**src/rtl/alu_exec_unit.sv**
```systemverilog
// -----------------------------------------------------------------------------
// alu_exec_unit
//
// Execute-stage ALU for the RISC-V pipeline. Takes the 4-bit Operation code
// from the ALU controller plus two operands. It returns a registered result
// through a valid/ready handshake.
//
// Shifts use an iterative one-bit-per-cycle shifter. A shift by k > 0 keeps
// in_ready low for k cycles. The unit holds one in-flight operation and one
// output register.
//
// Build option:
//   ALU_FAST_SHIFT_EN  When defined, SLL/SRL/SRA use a single-cycle barrel
//                      shifter and every operation has latency 1. The SHIFT
//                      state, counter and work register are not built.
//
// Ports:
//   clk        in   rising-edge clock
//   reset      in   synchronous, active-low reset
//   flush      in   squashes any in-flight or held operation
//   in_valid   in   operation presented
//   in_ready   out  unit can accept an operation this cycle
//   Operation  in   [3:0] op code (1 ADD .. 12 BGE; 0 and 13-15 give 0)
//   SrcA       in   [DATA_W-1:0] operand A
//   SrcB       in   [DATA_W-1:0] operand B (shift amount is SrcB[4:0])
//   out_valid  out  ALUResult is valid
//   out_ready  in   consumer takes the result this cycle
//   ALUResult  out  [DATA_W-1:0] registered result
// -----------------------------------------------------------------------------
module alu_exec_unit #(
    parameter int DATA_W = 32
) (
    input  logic              clk,
    input  logic              reset,
    input  logic              flush,
    input  logic              in_valid,
    output logic              in_ready,
    input  logic [3:0]        Operation,
    input  logic [DATA_W-1:0] SrcA,
    input  logic [DATA_W-1:0] SrcB,
    output logic              out_valid,
    input  logic              out_ready,
    output logic [DATA_W-1:0] ALUResult
);

    localparam logic [3:0] OP_ADD = 4'd1;
    localparam logic [3:0] OP_SUB = 4'd2;
    localparam logic [3:0] OP_XOR = 4'd3;
    localparam logic [3:0] OP_OR  = 4'd4;
    localparam logic [3:0] OP_AND = 4'd5;
    localparam logic [3:0] OP_SLL = 4'd6;
    localparam logic [3:0] OP_SRL = 4'd7;
    localparam logic [3:0] OP_SRA = 4'd8;
    localparam logic [3:0] OP_BEQ = 4'd9;
    localparam logic [3:0] OP_BNE = 4'd10;
    localparam logic [3:0] OP_SLT = 4'd11;
    localparam logic [3:0] OP_BGE = 4'd12;

    // Compare ops return the condition in bit 0, with zeros above it.
    function automatic logic [DATA_W-1:0] flag(input logic cond);
        return {{(DATA_W-1){1'b0}}, cond};
    endfunction

    // Single-cycle result. In the iterative build this function only sees
    // shifts when the shift amount is 0, so for those it passes SrcA through.
    function automatic logic [DATA_W-1:0] alu_result(
        input logic [3:0]        op,
        input logic [DATA_W-1:0] a,
        input logic [DATA_W-1:0] b
    );
        logic [DATA_W-1:0] r;
        r = '0;
        case (op)
            OP_ADD: r = a + b;
            OP_SUB: r = a - b;
            OP_XOR: r = a ^ b;
            OP_OR:  r = a | b;
            OP_AND: r = a & b;
`ifdef ALU_FAST_SHIFT_EN
            OP_SLL: r = a << b[4:0];
            OP_SRL: r = a >> b[4:0];
            OP_SRA: r = $signed(a) >>> b[4:0];
`else
            OP_SLL: r = a;
            OP_SRL: r = a;
            OP_SRA: r = a;
`endif
            OP_BEQ: r = flag(a == b);
            OP_BNE: r = flag(a != b);
            OP_SLT: r = flag($signed(a) <  $signed(b));
            OP_BGE: r = flag($signed(a) >= $signed(b));
            default: r = '0;
        endcase
        return r;
    endfunction

    logic              accept;
    logic              out_valid_d;
    logic [DATA_W-1:0] result_d;

    assign accept = in_valid && in_ready;

`ifdef ALU_FAST_SHIFT_EN

    // Every op completes in one cycle. Only the output register holds state.
    assign in_ready = reset && !flush && (!out_valid || out_ready);

    // NOTE: every signal assigned in an always_comb gets a default first,
    // so no path leaves it unassigned and no latch is inferred.
    always_comb begin
        out_valid_d = out_valid && !out_ready;
        result_d    = ALUResult;
        if (flush) begin
            out_valid_d = 1'b0;
        end else if (accept) begin
            result_d    = alu_result(Operation, SrcA, SrcB);
            out_valid_d = 1'b1;
        end
    end

    // NOTE: state registers use non-blocking assignments only, so every
    // flop samples the values from before this edge.
    always_ff @(posedge clk) begin
        // NOTE: ALUResult is a datapath register, but it is still reset,
        // because a reset must leave a defined 0 on the result port.
        if (!reset) begin
            out_valid <= 1'b0;
            ALUResult <= '0;
        end else begin
            out_valid <= out_valid_d;
            ALUResult <= result_d;
        end
    end

`else

    typedef enum logic {
        ST_IDLE,
        ST_SHIFT
    } state_e;

    typedef enum logic [1:0] {
        SK_SLL,
        SK_SRL,
        SK_SRA
    } shift_e;

    function automatic shift_e shift_kind(input logic [3:0] op);
        case (op)
            OP_SLL:  return SK_SLL;
            OP_SRL:  return SK_SRL;
            default: return SK_SRA;
        endcase
    endfunction

    state_e            state_q, state_d;
    shift_e            kind_q, kind_d;
    logic [4:0]        cnt_q, cnt_d;
    logic [DATA_W-1:0] work_q, work_d;
    logic [DATA_W-1:0] work_shifted;
    logic [4:0]        shamt;
    logic              is_shift;

    assign shamt    = SrcB[4:0];
    assign is_shift = (Operation == OP_SLL) || (Operation == OP_SRL) ||
                      (Operation == OP_SRA);

    // One bit of shift per cycle. SRA copies the sign bit into the MSB.
    always_comb begin
        case (kind_q)
            SK_SLL:  work_shifted = {work_q[DATA_W-2:0], 1'b0};
            SK_SRL:  work_shifted = {1'b0, work_q[DATA_W-1:1]};
            default: work_shifted = {work_q[DATA_W-1], work_q[DATA_W-1:1]};
        endcase
    end

    // Acceptance also needs the output slot to be free or draining. Because
    // of this, a shift that completes later can never overwrite a held result.
    assign in_ready = (state_q == ST_IDLE) && reset && !flush &&
                      (!out_valid || out_ready);

    // NOTE: every signal assigned in an always_comb gets a default first,
    // so no path leaves it unassigned and no latch is inferred.
    always_comb begin
        state_d     = state_q;
        kind_d      = kind_q;
        cnt_d       = cnt_q;
        work_d      = work_q;
        out_valid_d = out_valid && !out_ready;
        result_d    = ALUResult;

        if (flush) begin
            state_d     = ST_IDLE;
            out_valid_d = 1'b0;
        end else begin
            case (state_q)
                ST_IDLE: begin
                    if (accept) begin
                        if (is_shift && (shamt != 5'd0)) begin
                            work_d  = SrcA;
                            cnt_d   = shamt;
                            kind_d  = shift_kind(Operation);
                            state_d = ST_SHIFT;
                        end else begin
                            result_d    = alu_result(Operation, SrcA, SrcB);
                            out_valid_d = 1'b1;
                        end
                    end
                end
                ST_SHIFT: begin
                    work_d = work_shifted;
                    cnt_d  = cnt_q - 5'd1;
                    // Counter at 1 means this cycle applies the last bit.
                    if (cnt_q == 5'd1) begin
                        result_d    = work_shifted;
                        out_valid_d = 1'b1;
                        state_d     = ST_IDLE;
                    end
                end
                default: state_d = ST_IDLE;
            endcase
        end
    end

    // NOTE: state registers use non-blocking assignments only, so every
    // flop samples the values from before this edge.
    always_ff @(posedge clk) begin
        // NOTE: the work register and result are datapath registers, but they
        // are still reset. An abandoned shift must leave nothing behind, and
        // the result port must show a defined 0.
        if (!reset) begin
            state_q   <= ST_IDLE;
            kind_q    <= SK_SLL;
            cnt_q     <= 5'd0;
            work_q    <= '0;
            out_valid <= 1'b0;
            ALUResult <= '0;
        end else begin
            state_q   <= state_d;
            kind_q    <= kind_d;
            cnt_q     <= cnt_d;
            work_q    <= work_d;
            out_valid <= out_valid_d;
            ALUResult <= result_d;
        end
    end

`endif

endmodule

```
**config.mk**
```make
export PLATFORM = sky130hd
export DESIGN_NAME = alu_exec_unit
export DESIGN_NICKNAME = d
export VERILOG_FILES = /design/src/rtl/alu_exec_unit.sv
export SDC_FILE = /design/constraint.sdc
export NUM_CORES = 1
export LEC_CHECK = 0
export CORE_MARGIN = 2
export CORE_UTILIZATION = 35
export DETAILED_ROUTE_END_ITERATION = 10
export SLEW_MARGIN = 25
export SYNTH_ARGS = -nofsm -noshare
export SYNTH_HDL_FRONTEND = slang
export SYNTH_SLANG_ARGS = --single-unit
export TNS_END_PERCENT = 1
```
**constraint.sdc**
```tcl
create_clock -name clk -period 4.43 [get_ports clk]
set_clock_uncertainty 0.15 [all_clocks]
set_input_delay 0.886 -clock clk [delete_from_list [all_inputs] [get_ports clk]]
set_output_delay 0.886 -clock clk [all_outputs]
set_load 0.005 [all_outputs]
```
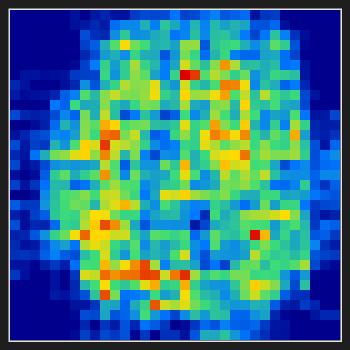
*Wiring heat map, run 1*
Drawn at 2 px/um. 33 x 33 tiles, from dark blue (low) to red (high), scaled to the fullest tile. Values are wire area over tile area, all layers added.
The mean over all tiles is 0.24. 25% of the tiles are over half the peak. The fullest tile reaches 0.73.
final wirelength: 39.5 mm
DR vias: 11.1k
WL per Instance: 21.4 um

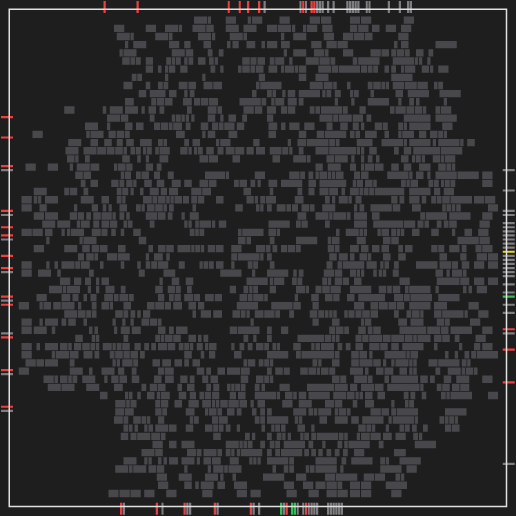
*Ports around the boundary, run 1*
Drawn at 3 px/um. Pins as bars across the die edge, other pins in gray.
Key: `Operation` = green [pins 4, direction input, edge 3 bottom, 1 right]; `out_valid` = yellow [pins 1, direction output, edge right]; `SrcB` = red [pins 32, direction input, edge 13 left, 9 top, 7 bottom, 3 right]
die width: 165 um
PortBufs: 106
Die H: 165 um

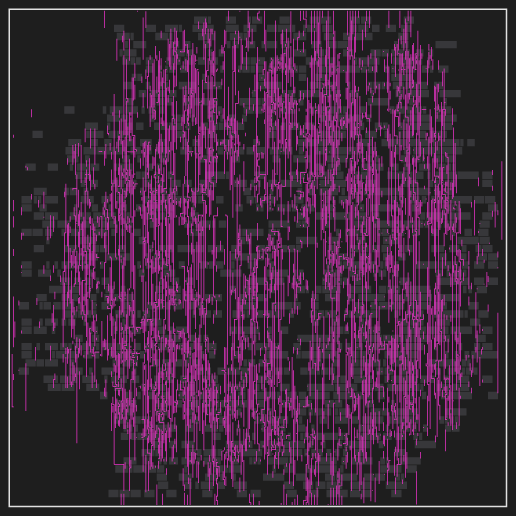
*M2 wires, run 1*
Drawn at 3 px/um. Cells faint in the background.
The layer carries 16400 um of wire. The wires run mostly vertical.
met2 GRT Util: 41.6%

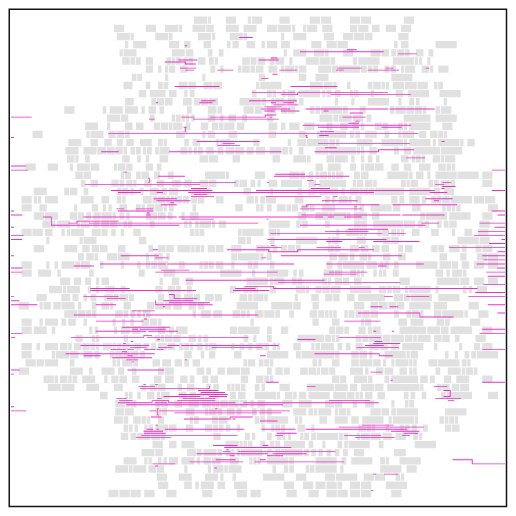
*Metal 3, run 1*
Drawn at 3 px/um. Cells faint in the background.
The wires run mostly horizontal. 241 nets have wire on it. The longest straight run is 103 um.
M3 GR Usage: 5.62%

-- run 1: kinds of logic after synthesis --
family	after synthesis
AND-OR/OR-AND	489
AND/OR/NAND/NOR	413
buffers and inverters	198
adder cells (fa/ha/maj)	100
flip-flops	73
multiplexers	23
XOR/XNOR	12
-- run 1: report_power, final --
| part | internal (mW) | total, mW | leakage, nW | switching (mW) |
|---|---|---|---|---|
| sequential | 0.668 | 0.678 | 0.590 | 0.0102 |
| combinational | 0.459 | 1.07 | 4.17 | 0.613 |
| clock | 0.496 | 0.809 | 0.145 | 0.313 |
| total | 1.62 | 2.56 | 4.90 | 0.936 |
-- run 1: sequential cells by signal, indices dropped and copies added, names as in the netlist --
signal / flops
state_q: 1
work_q: 32
ALUResult: 32
cnt_q: 5
kind_q: 2
out_valid: 1
-- run 1: metrics by stage --
stage / instances / hold WS, ps / TNS [ps] / power (mW) / setup WS, ps
after floorplan: 1308 / 289 / 0 / 1.24 / 898
after global placement: 1828 / 306 / -250 / 1.73 / -128
after detailed placement: 1828 / 312 / -345 / 1.73 / -106
after CTS: 1844 / 321 / 0 / 2.53 / 217
after global routing: 1844 / 340 / 0 / 2.66 / 25.7
final: 1844 / 318 / 0 / 2.56 / 121
-- run 1: layout make-up --
cell class,count,area share [%]
tap,335,3.52
clock inverter,6,0.767
inverter,102,3.21
multi-input combinational,1037,58.1
sequential,73,12.3
timing repair buffer,281,20.2
clock buffer,10,1.92
-- run 1: routing by layer --
metal  GRT usage, %  vias up  share of wire (%)
li1               -     5194                  -
met1           41.0     5196                 46
met2           41.6      591                 42
met3           5.62       86                9.6
met4           7.94        0                2.8
met5              0        -                  0
-- run 1: repair_timing --
action / in CTS / in global routing
resized: 0 / 5
hold endpoints to repair: 0 / 0
endpoints found under the setup margin: 0 / 2
==> deck_impl_summary.md, run 1 <==
Synthesis and Place & Route Summary

Drt
  • Initial DRC Count: 1345
  • First drt pass iteration count: 6
  • DRC errors left: 0
  • Post-route ant nets: 0

Yosys
  • Async SR Flop Fraction: 0%
  • Post-synthesis mux area share: 2.63%
  • Yosys Warn Count: 0
  • Synth top area cells: dfxtp_1 (16%), ha_1 (13%), a21oi_1 (7.4%), nor2_1 (5.3%), nand2_1 (4.9%)
  • Adders+Majority by Area: 13.9%
  • Biggest combinational cell group after synthesis: AND-OR/OR-AND gates
  • Dominant cell area share: 16.1%
  • Yosys cell types: 89
  • Post-synth area from yosys stat: 0.00910 mm2
  • Synth Instances: 1308
  • Ys flops: 73
  • Area fraction in compound gates: 36.4%
  • Cell type with the largest total area: dfxtp_1
  • Synth Net Count: 1481
  • AND/OR/NAND/NOR Cells, Area Fraction: 21.3%
  • Syn avg cell area: 6.96 um2
  • Post-synth seq share: 16.1%
  • Syn Std Cell Area: 0.00910 mm2
  • Top cells by count, synth: a21oi_1 (134), nor2_1 (128), nand2_1 (119)
  • Commonest flop: dfxtp_1
  • Flip-flops with a built-in enable: 0
  • Yosys xor share: 1.16%

Worst setup path
  • Setup crit end kind: flip-flop
  • RR Endpoint: ALUResult[29]
  • Crit path from: SrcA[6]
  • Reg2Reg Depth: 11
  • Worst r2r src: cnt_q[1]
  • WP buf/inv: 4
  • CP startpoint kind: input port
  • Delay-heaviest family, CP: AND-OR/OR-AND gates
  • Critical path cell sequence: clkdlybuf4s50_1 -> inv_1 -> ha_1 -> nor2b_1 -> a2111oi_1 -> a21oi_1 -> a2111oi_0 -> buf_4 -> nor2_1 -> xnor2_1 -> a221oi_1 -> buf_4 -> o22ai_1
  • Crit path to: ALUResult[23]
  • Crit-path max cell delay: 590 ps

Layout
  • Fillers: 2674
  • Ant diodes: 0
  • Final-stage net count: 1677
  • Most frequent logic cell in the layout: buf_4
  • Ratio of cells with drive above 1 in the final layout: 15.4%
  • Most frequent cells in the layout: buf_4 (172), a21oi_1 (134), nor2_1 (124), nand2_1 (119), clkdlybuf4s50_1 (106)
  • Fin util: 46.2%
  • Layout area overhead: 30.9%
  • Logic area: 0.00692 mm2
  • Post-layout instance area: 0.0119 mm2
  • Sequential Area: 0.00146 mm2

CTS
  • Root Driver: clkbuf_16
  • Postcts setup bufs: 0
  • Clk buf depth: 2
  • TritonCTS clock tree: done
  • Clk ins delay skew pair: 340 ps
  • # hold bufs at CTS: 0
  • Reg clk slew, reported paths: 60 ps
  • Num CTS Buffers: 9

Global routing
  • Global-route wire length before repair: 58.7 mm
  • GRT overflow: 0
  • Total track usage: 28.1%
  • Largest net degree at the start of global routing: 40
  • Via count of the first global-routing pass: 10.1k
  • Initial antenna violation count: 0

Final timing
  • Setup Viol. Count Final: 0
  • Fin crit share: 97.3%
  • Fmax: 0.232 GHz
  • RSZ-0062 raised after global routing: false
  • Crit path time final: 4310 ps
  • Final Max Slew Viols: 0

Power
  • Power per cell area: 215 mW/mm2
  • Leak: 4.90 nW

Worst hold path
  • WHS Path Cells: 2
  • Hold EP: ALUResult[17]
  • Hold Crit Start: ALUResult[17]

Die
  • Die ar.: 0.0273 mm2
  • Core footprint: 0.0258 mm2
  • Num ports: 107
  • Number of core rows: 59

Placed design
  • Total placed instance area: 0.0116 mm2
  • Hpwl dp: 30.9 mm

Flow run
  • Tool warnings: 91

Outcome
  • Outcome: finished, final reports clean
==> run 2: changes to the inputs <==
--- a/config.mk
+++ b/config.mk
@@ -8,6 +8,8 @@
 export CORE_MARGIN = 2
 export CORE_UTILIZATION = 35
 export DETAILED_ROUTE_END_ITERATION = 10
+export GPL_ROUTABILITY_DRIVEN = 0
+export REMOVE_ABC_BUFFERS = 1
 export SLEW_MARGIN = 25
 export SYNTH_ARGS = -nofsm -noshare
 export SYNTH_HDL_FRONTEND = slang
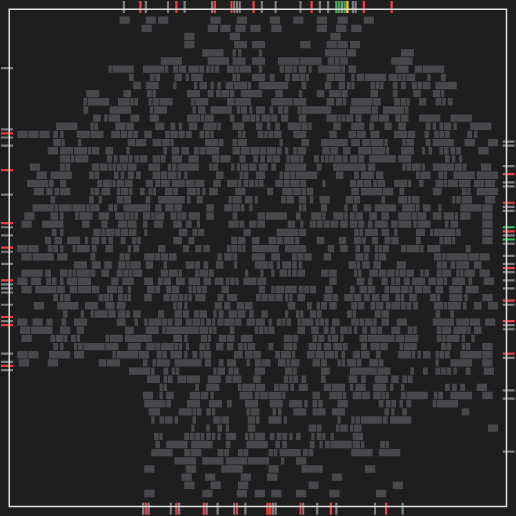
*Ports around the boundary, run 2*
Drawn at 3 px/um. Pins as bars across the die edge, other pins in gray.
Key: `SrcB` = red [pins 32, direction input, edge 9 bottom, 8 top, 8 left, 7 right]; `out_valid` = yellow [pins 1, direction output, edge top]; `Operation` = green [pins 4, direction input, edge 2 right, 2 top]

==> run 2 against run 1 <==
Against the previous run:
- cell count is 2.8% lower
- sequential power hardly changed
- power is 1.4% lower
- maximum frequency is 2.0% higher
- largest cell class unchanged
- highest routed layer unchanged
==> deck_impl_summary.md, run 2 <==
Synthesis and Place & Route Summary

CTS
  • Clk buf depth: 2 (unchanged)
  • Postcts setup bufs: 0 (unchanged)
  • Num CTS Buffers: 9 (unchanged)
  • Clk ins delay skew pair: 370 ps (+30 ps)
  • H-tree depth: 3
  • TritonCTS clock tree: done
  • Reg clk slew, reported paths: 70 ps (about the same)
  • Resize count post-CTS: 0 (unchanged)
  • # hold bufs at CTS: 0 (unchanged)
  • Root Driver: clkbuf_16

Layout
  • Most frequent cells in the layout: a21oi_1 (134), nor2_1 (124), buf_4 (122), nand2_1 (119), clkdlybuf4s50_1 (106)
  • Ratio of cells with drive above 1 in the final layout: 12.4% (-3.0 points)
  • Layout Cells excl Fill: 1793 (-2.8%)
  • Largest registers: ALUResult: 32 flops, work_q: 32 flops, cnt_q: 5 flops
  • Ant diodes: 0 (unchanged)
  • Final-stage net count: 1626 (-3.0%)
  • Fin util: 44.7% (-1.6 points)
  • Layout area overhead: 26.4%
  • Most frequent logic cell in the layout: a21oi_1

Worst hold path
  • Hold Path Class: reg -> reg

Worst setup path
  • Crit-path max cell delay: 530 ps (-60 ps)
  • Crit Path Max Fanout: 7
  • Setup CP Type: in -> reg
  • WP data arrival: 4370 ps
  • Critical path cell sequence: clkdlybuf4s50_1 -> inv_1 -> ha_1 -> nor2b_1 -> a2111oi_1 -> a211oi_1 -> o21ai_1 -> o2111ai_1 -> buf_4 -> a311oi_1 -> a21oi_1 -> o21bai_1 -> a21oi_1
  • Crit path DRT: 4580 ps
  • CP max stage cell: a2111oi_1
  • Setup crit end kind: flip-flop
  • CP startpoint kind: input port
  • Crit path top cell by count: a21oi_1

Drt
  • Vias/cell: 6.03
  • First drt pass iteration count: 5 (-1)
  • DRC errors left: 0 (unchanged)
  • Post-route ant nets: 0 (unchanged)
  • Initial DRC Count: 1054 (-22%)

Yosys
  • Async SR Flop Fraction: 0% (unchanged)
  • Most frequent cell after synthesis: a21oi_1
  • Syn Std Cell Area: 0.00910 mm2 (unchanged)
  • Synth top area cells: dfxtp_1 (16%), ha_1 (13%), a21oi_1 (7.4%), nor2_1 (5.3%), nand2_1 (4.9%)
  • Commonest flop: dfxtp_1
  • Post-synth area from yosys stat: 0.00910 mm2 (unchanged)
  • Post-synth seq share: 16.1% (unchanged)
  • Synth Instances: 1308 (unchanged)
  • Top cells by count, synth: a21oi_1 (134), nor2_1 (128), nand2_1 (119)
  • Yosys cell types: 89 (unchanged)
  • Cell type with the largest total area: dfxtp_1
  • Ys flops: 73 (unchanged)
  • Flip-flops with a built-in enable: 0 (unchanged)
  • Yosys Warn Count: 0 (unchanged)
  • Cell total in the yosys stat output: 1308
  • Syn avg cell area: 6.96 um2 (unchanged)
  • Dominant cell area share: 16.1% (unchanged)

Global routing
  • GRT overflow: 0 (unchanged)
  • Largest net degree at the start of global routing: 55 (+38%)
  • Initial antenna violation count: 0 (unchanged)
  • Via count of the first global-routing pass: 10.5k (+3.9%)
  • Global-route wire length before repair: 57.6 mm (-1.8%)

Power
  • Leak: 4.66 nW (-5.0%)
  • Power per cell area: 219 mW/mm2 (+2.1%)
  • Max VDD drop: 0.177 mV

Placed design
  • Dpl cells: 1777 (-2.8%)
  • Hpwl dp: 27.9 mm (-9.6%)
  • PortBufs: 106 (unchanged)

Outcome
  • Outcome: finished, final reports clean

Die
  • Num ports: 107 (unchanged)
  • Number of core rows: 59 (unchanged)
  • Die width: 165 um (unchanged)
  • Die ar.: 0.0273 mm2 (unchanged)
  • Die H: 165 um (unchanged)
  • Core Util at FP: 35.3%
  • Core footprint: 0.0258 mm2 (unchanged)

Final timing
  • Worst slew pin tran: 846 ps
  • Fin crit share: 95.4% (-1.9 points)
  • Fmax: 0.237 GHz (+2.0%)
  • Setup Viol. Count Final: 0 (unchanged)
  • Setup TNS: 0 ps (unchanged)
  • Crit path time final: 4220 ps (-85.0 ps)
  • Final hold vios: 0
  • RSZ-0062 raised after global routing: false
  • Final Max Slew Viols: 0 (unchanged)

Flow run
  • Max Cap Violations: 0
  • Tool warnings: 90 (-1.1%)
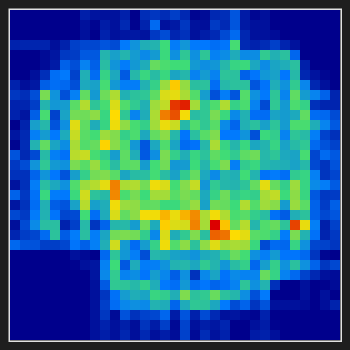
*Wiring heat map, run 2*
Drawn at 2 px/um. 33 x 33 tiles, from dark blue (low) to red (high), scaled to the fullest tile. Values are wire area over tile area, all layers added.
The densest ninth of the die: center. The fullest tile reaches 0.79. The mean over all tiles is 0.22. 19% of the tiles are over half the peak.
DR vias: 10.8k
WL per Instance: 20.6 um
total track usage: 27.1%
final wirelength: 36.9 mm

-- run 2: metrics by stage --
stage	area [um2]	power (mW)	hold WS, ps	worst slack [ps]
global placement	11200	1.64	304	-60.0
detailed placement	11200	1.64	313	-84.7
floorplan	8710	1.22	289	262
CTS	11500	2.51	323	263
global route	11500	2.63	342	8.13
finish	11500	2.52	317	206
-- run 2: kinds of logic after synthesis --
logic type,synth area share [%]
AND-OR/OR-AND,36.4
AND/OR/NAND/NOR,21.3
buffers and inverters,8.48
adder cells (fa/ha/maj),13.9
flip-flops,16.1
multiplexers,2.63
XOR/XNOR,1.16
-- run 2: worst max-delay path: cells and delay by family --
family	cells	cell delay [ps]
AND-OR/OR-AND	8	2210
adder cells (fa/ha/maj)	1	400
buffers and inverters	3	770
AND/OR/NAND/NOR	1	100
-- run 2: path summary, 6_finish.rpt --
path | end | start | cells after the start | slack [ps]
setup / recovery | ALUResult[29] | SrcB[6] | 13 | 210
hold / removal | ALUResult[17] | ALUResult[17] | 2 | 320
setup reg to reg | ALUResult[10] | cnt_q[1] | 10 | 1500
hold reg to reg | ALUResult[17] | ALUResult[17] | 2 | 320
-- run 2: final cells by class --
| class | instances | area (um2) |
|---|---|---|
| repair buffers | 230 | 2020 |
| inverters | 102 | 383 |
| clock inverters | 7 | 101 |
| clock buffers | 9 | 225 |
| multi-input cells | 1037 | 6900 |
| fillers | 2617 | 14300 |
| flip-flops and latches | 73 | 1460 |
| well taps | 335 | 419 |
-- run 2: where the power goes --
group	leakage, nW	switching (mW)	internal (mW)	total [mW]
combinational	3.91	0.569	0.410	0.979
sequential	0.590	0.00810	0.668	0.676
clock	0.153	0.367	0.501	0.867
-- run 2: metal layers --
layer  wire length, um  GRT usage [%]
met3              2550           3.55
met5                 0              0
met1             16200           35.9
met2             16700           44.0
met4              1470           11.6
No activity file was given, so power comes from the tool's default toggle rates.
